`src/rtl/mem_wb_skid_pipe.sv`:
```
// MEM->WB pipeline stage: valid/ready handshake with a 2-entry skid buffer,
// a synchronous flush and a saturating stall-cycle counter.
module mem_wb_skid_pipe #(
    parameter int DATA_W = 32,
    parameter int NUM_CH = 2,
    parameter int CNT_W  = 16
) (
    input  logic                     clk,
    input  logic                     rst,
    input  logic                     flush,
    input  logic                     in_valid,
    output logic                     in_ready,
    input  logic [NUM_CH*DATA_W-1:0] in_data,
    output logic                     out_valid,
    input  logic                     out_ready,
    output logic [NUM_CH*DATA_W-1:0] out_data,
    output logic [CNT_W-1:0]         stall_cnt,
    input  logic                     clr_cnt
);

    localparam int BUS_W = NUM_CH * DATA_W;

    localparam logic [1:0] ST_EMPTY = 2'b00;
    localparam logic [1:0] ST_ONE   = 2'b10;
    localparam logic [1:0] ST_TWO   = 2'b11;

    localparam logic [CNT_W-1:0] CNT_MAX = {CNT_W{1'b1}};
    localparam logic [CNT_W-1:0] CNT_ONE = {{(CNT_W-1){1'b0}}, 1'b1};

    logic             main_v_q, main_v_d;
    logic             skid_v_q, skid_v_d;
    logic [BUS_W-1:0] main_data_q, main_data_d;
    logic [BUS_W-1:0] skid_data_q, skid_data_d;
    logic [CNT_W-1:0] cnt_q, cnt_d;

    logic [1:0] state;
    logic       in_fire;
    logic       out_fire;
    logic       stalled;

    // in_ready depends only on the skid flag, so out_ready never reaches it combinationally.
    assign in_ready  = ~skid_v_q;
    assign out_valid = main_v_q;
    assign out_data  = main_data_q;
    assign stall_cnt = cnt_q;

    assign in_fire  = in_valid & in_ready;
    assign out_fire = main_v_q & out_ready;
    assign stalled  = main_v_q & ~out_ready;
    assign state    = {main_v_q, skid_v_q};

    always_comb begin
        main_v_d    = main_v_q;
        skid_v_d    = skid_v_q;
        main_data_d = main_data_q;
        skid_data_d = skid_data_q;

        if (flush) begin
            // Held bundles are dropped; data registers keep their contents.
            main_v_d = 1'b0;
            skid_v_d = 1'b0;
        end else begin
            case (state)
                ST_EMPTY: begin
                    if (in_fire) begin
                        main_v_d    = 1'b1;
                        main_data_d = in_data;
                    end
                end
                ST_ONE: begin
                    if (in_fire && out_fire) begin
                        main_data_d = in_data;
                    end else if (in_fire) begin
                        skid_v_d    = 1'b1;
                        skid_data_d = in_data;
                    end else if (out_fire) begin
                        main_v_d = 1'b0;
                    end
                end
                ST_TWO: begin
                    if (out_fire) begin
                        skid_v_d    = 1'b0;
                        main_data_d = skid_data_q;
                    end
                end
                default: begin
                    // Skid-only is unreachable; fall back to empty.
                    main_v_d = 1'b0;
                    skid_v_d = 1'b0;
                end
            endcase
        end
    end

    always_comb begin
        cnt_d = cnt_q;
        if (clr_cnt) begin
            cnt_d = '0;
        end else if (stalled && (cnt_q != CNT_MAX)) begin
            cnt_d = cnt_q + CNT_ONE;
        end
    end

    always_ff @(posedge clk or posedge rst) begin
        if (rst) begin
            main_v_q    <= 1'b0;
            skid_v_q    <= 1'b0;
            main_data_q <= '0;
            skid_data_q <= '0;
            cnt_q       <= '0;
        end else begin
            main_v_q    <= main_v_d;
            skid_v_q    <= skid_v_d;
            main_data_q <= main_data_d;
            skid_data_q <= skid_data_d;
            cnt_q       <= cnt_d;
        end
    end

endmodule

```
`config.mk`:
```
export PLATFORM = sky130hd
export DESIGN_NAME = mem_wb_skid_pipe
export DESIGN_NICKNAME = d
export VERILOG_FILES = /design/src/rtl/mem_wb_skid_pipe.sv
export SDC_FILE = /design/constraint.sdc
export NUM_CORES = 1
export LEC_CHECK = 0
export CELL_PAD_IN_SITES_DETAIL_PLACEMENT = 0
export CELL_PAD_IN_SITES_GLOBAL_PLACEMENT = 1
export CORE_UTILIZATION = 35
export CTS_BUF_LIST = sky130_fd_sc_hd__clkbuf_8 sky130_fd_sc_hd__clkbuf_16
export CTS_CLUSTER_DIAMETER = 150
export CTS_CLUSTER_SIZE = 10
export DETAILED_ROUTE_END_ITERATION = 10
export GPL_ROUTABILITY_DRIVEN = 0
export HOLD_SLACK_MARGIN = 0.02
export PLACE_DENSITY_LB_ADDON = 0.12
export SLEW_MARGIN = 20
export SYNTH_ARGS = -nofsm -noshare
export SYNTH_HDL_FRONTEND = slang
export SYNTH_SLANG_ARGS = --single-unit
```
`constraint.sdc`:
```
create_clock -name clk -period 5.19 [get_ports clk]
set_input_delay 1.038 -clock clk [delete_from_list [all_inputs] [get_ports clk]]
set_output_delay 1.038 -clock clk [all_outputs]
set_load 0.01 [all_outputs]
```
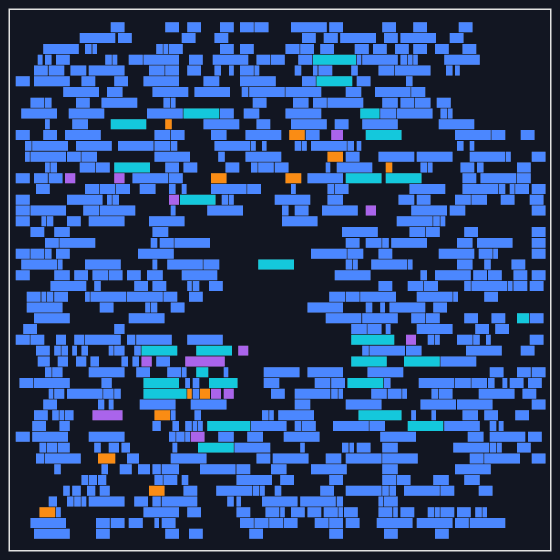
Figure 1: run 1, drive-strength map.
size	colour	cells
drive 3 to 4	purple	13
drive 1 or less	blue	627
drive 2	orange	12
drive 6 and up	cyan	26
Final Worst Setup Slack: 2.20 ns
buffers outside the clock class: 156
final instance area: 8650 sq um
Layout Area Growth over Synthesis: 37.1%

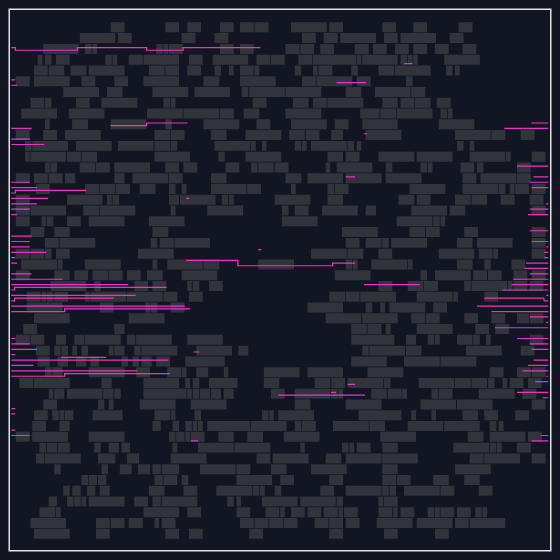
Figure 2: run 1, metal 3.
Cells faint in the background.
share of all routed wire	6.0%
wire length on this layer	866 um
sum of routed wire length over all layers: 14.5 mm
overall via count from detail_route: 4464
GR Layer Usage met3: 0.0477

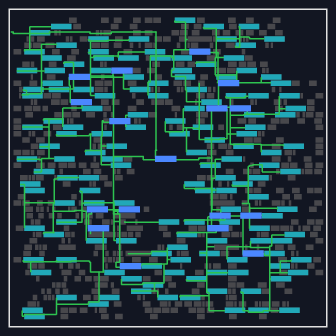
Figure 3: run 1, clock network drawn from the DEF.
[cells driving clock nets] blue | count: 17
[clock wires] green | length: 1990 um
[flip-flops] cyan | count: 146
routed clock nets	18

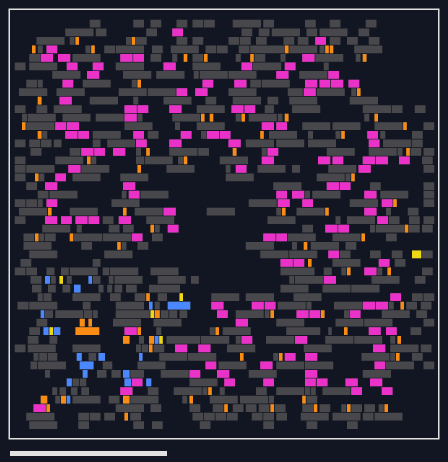
Figure 4: run 1, selected gate families.
The bar under the picture is 50 um long.
family	colour	cells
multiplexers	magenta	132
NAND gates	blue	19
inverters	yellow	6
NOR gates	orange	78
Comb/total area: 0.288
Layout Cells excl Fill: 903
most common cell after layout, fill and taps aside: sky130_fd_sc_hd__clkdlybuf4s50_1

==> notes.md, run 1 <==
Flow results.

- The run finished with clean final reports.
- STA reports a reg2reg setup slack of between 2 and 3 ns.
- Per the OpenROAD power report, leakage power amounts to between 0.003 and 0.004 uW.
- Among all cell classes, the greatest summed area belongs to flip-flops and latches.
- In this run the worst path has a maximum fanout of 33.
- TritonCTS built the clock tree.
- Setup repair after global routing left no endpoint under its margin.
- After synthesis the netlist holds a flip-flop and latch count of 146.
- The total of hold buffers inserted after clock tree synthesis is 0.
- Pins over their slew limit in the final report were tallied at 0.
- The internal portion of the total power is about 2500 uW.
- The post-cts resize count is 0.
- The final antenna diode count is 0.
- The CTS report gives the tree buffer count as 17.
- The clock latency of the later-clocked register in the worst-skew pair is 0.42 ns.
- Looking at the max-slew report, the worst-margin pin has a slew of 0.996 ns.
- The number of global-route vias before repair is 4695.
- The gate count of the mapped netlist is about 520.
- The gate family responsible for the most delay along the worst path is buffers and inverters.
- The initial antenna violation count is 0.
- The type recorded for the worst min-delay path is reg2reg.
- Per the layout area report, the register area comes to about 3700 sq um.
- The minimum clock period is 2.99 ns.
- The share of synthesized registers carrying an async set or reset is 1.00.
- The vertical die dimension is approximately 140 um.
- The sequential element share of the synthesized area is 0.579.
- The wire length of the first global-routing pass is roughly 24 mm.
- The launch point of the critical path was reported as out_ready.
- The largest area contributor in the synthesized netlist is sky130_fd_sc_hd__dfrtp_1.
- The critical path depth in cells is 6.
- The total number of nets in the final design is ~740.
- The path depth of the worst reg2reg path is 5.
- The end point of the most critical hold path is skid_data_q[40].
- In the routed layout, each cell is associated on average with a via count of between 4 and 5.
- The synthesized netlist occupies a cell area of around 6300 sq um.
- The script reports the combined buffer and inverter count of the critical path as 3.
- The worst-case max-slew headroom was logged as 0.336.
==> inputs of run 2 (changes only) <==
Settings changed: CORE_UTILIZATION 35 to 39.
Clock period 5.19 ns to 2.95 ns, I/O delays scaled along.
==> run 2 against run 1 <==
- cell count shrank 0.33%
- core utilization grew 5.4 points
- clock power grew 66%
- sequential power grew 77%
- critical path type unchanged
- largest power group unchanged
- highest routed layer unchanged
==> notes.md, run 2 <==
Flow results.

- The run finished with clean final reports.
- The setup slack on the worst flop-to-flop path is 0.91 ns (-1.82 ns).
- The share of synthesized registers carrying an async set or reset is 1.00 (unchanged).
- Per the synthesis report, the adder-cell share of the synthesized area is 0.00198.
- The total number of nets in the final design is 742 (+0.82%).
- The HPWL after detailed placement is 9.25 mm.
- The maximum fanout along the worst path is 49 (+48%).
- The leakage power total is 0.00402 uW (+1.1%).
- Broken down by cell family, the worst path's largest delay share belongs to buffers and inverters.
- The combined area of all synthesized cells was 6310 sq um (unchanged).
- Note that the worst hold path type here is in2async.
- The internal cell power is 4380 uW (+73%).
- The register bit count reported by yosys came to 146 (unchanged).
- The ratio of routed vias to standard cells is 4.95 (+0.15%).
- The dominant combinational cell family by area after synthesis is multiplexers.
- Setup repair after global routing left no endpoint under its margin.
- The clock latency of the later-clocked register in the worst-skew pair is 0.42 ns (about the same).
- The wire length of the first global-routing pass is 22.8 mm (-4.0%).
- The logic gate fraction of the total cell area is 0.286 (-0.00221).
- From synthesis to final layout, the design area changed by 37.6%.
- The worst slew slack as a fraction of its limit came to 0.527 (+0.191).
- The largest cell class by area is flip-flops and latches.
- TritonCTS built the clock tree.
- The start point of the critical path is out_ready.
- The number of global-route vias before repair is 4453 (-5.2%).
- The setup slack after layout is 0.826 ns (-1.37 ns).
- The buffering stage count on the worst path with inverters included is 3 (unchanged).
- The total of hold buffers inserted after clock tree synthesis is 0 (unchanged).
- The post-route cell area is 8690 sq um (+0.42%).
- The average wire length per cell after detail routing is ~16 um.
- The final cell count without fillers is 900 (-0.33%).
- The worst setup path is captured at a flip-flop.
- The final antenna diode count is 0 (unchanged).
- The net load switching power is approximately 1400 uW.
- The critical path depth in cells is 6 (unchanged).
- The number of max-slew violations in the final report is 0 (unchanged).
- The vertical die dimension is 129 um (-5.2%).
- The actual slew at the worst max-slew pin came to 0.709 ns (-0.287 ns).
- The post-cts resize count was 0 (unchanged).
- The register area came to 3650 sq um (unchanged).
- In the final layout, the fill cell count is about 1400.
- The library cell used most frequently in the layout, excluding fill and tap cells, is sky130_fd_sc_hd__clkdlybuf4s50_1.
- The total clock buffers created by CTS is 17 (unchanged).
- The initial antenna violation count is 0 (unchanged).
- The minimum clock period is 2.12 ns.
- The non-clock buffer total of the final layout is 162 (+3.8%).
- The gate count of the mapped netlist is 519 (unchanged).
- Sorting the Yosys area breakdown by cell type puts at the top sky130_fd_sc_hd__dfrtp_1.
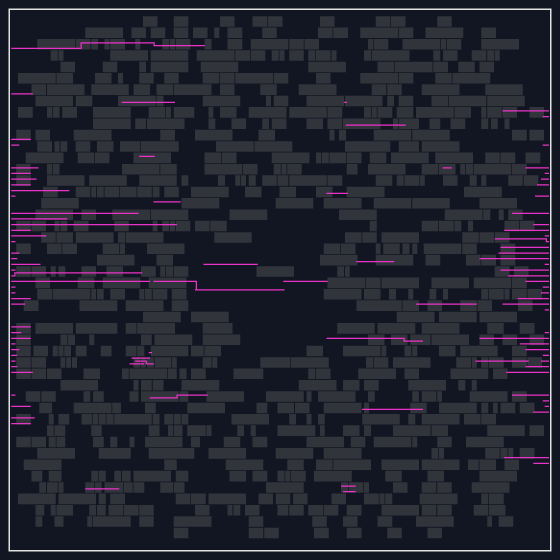
Figure 5: run 2, metal 3.
Cells faint in the background.
sum of routed wire length over all layers: 14.1 mm
GR Layer Usage met3: 0.0458
overall via count from detail_route: 4456

Power is estimated from default activity; no workload was simulated.
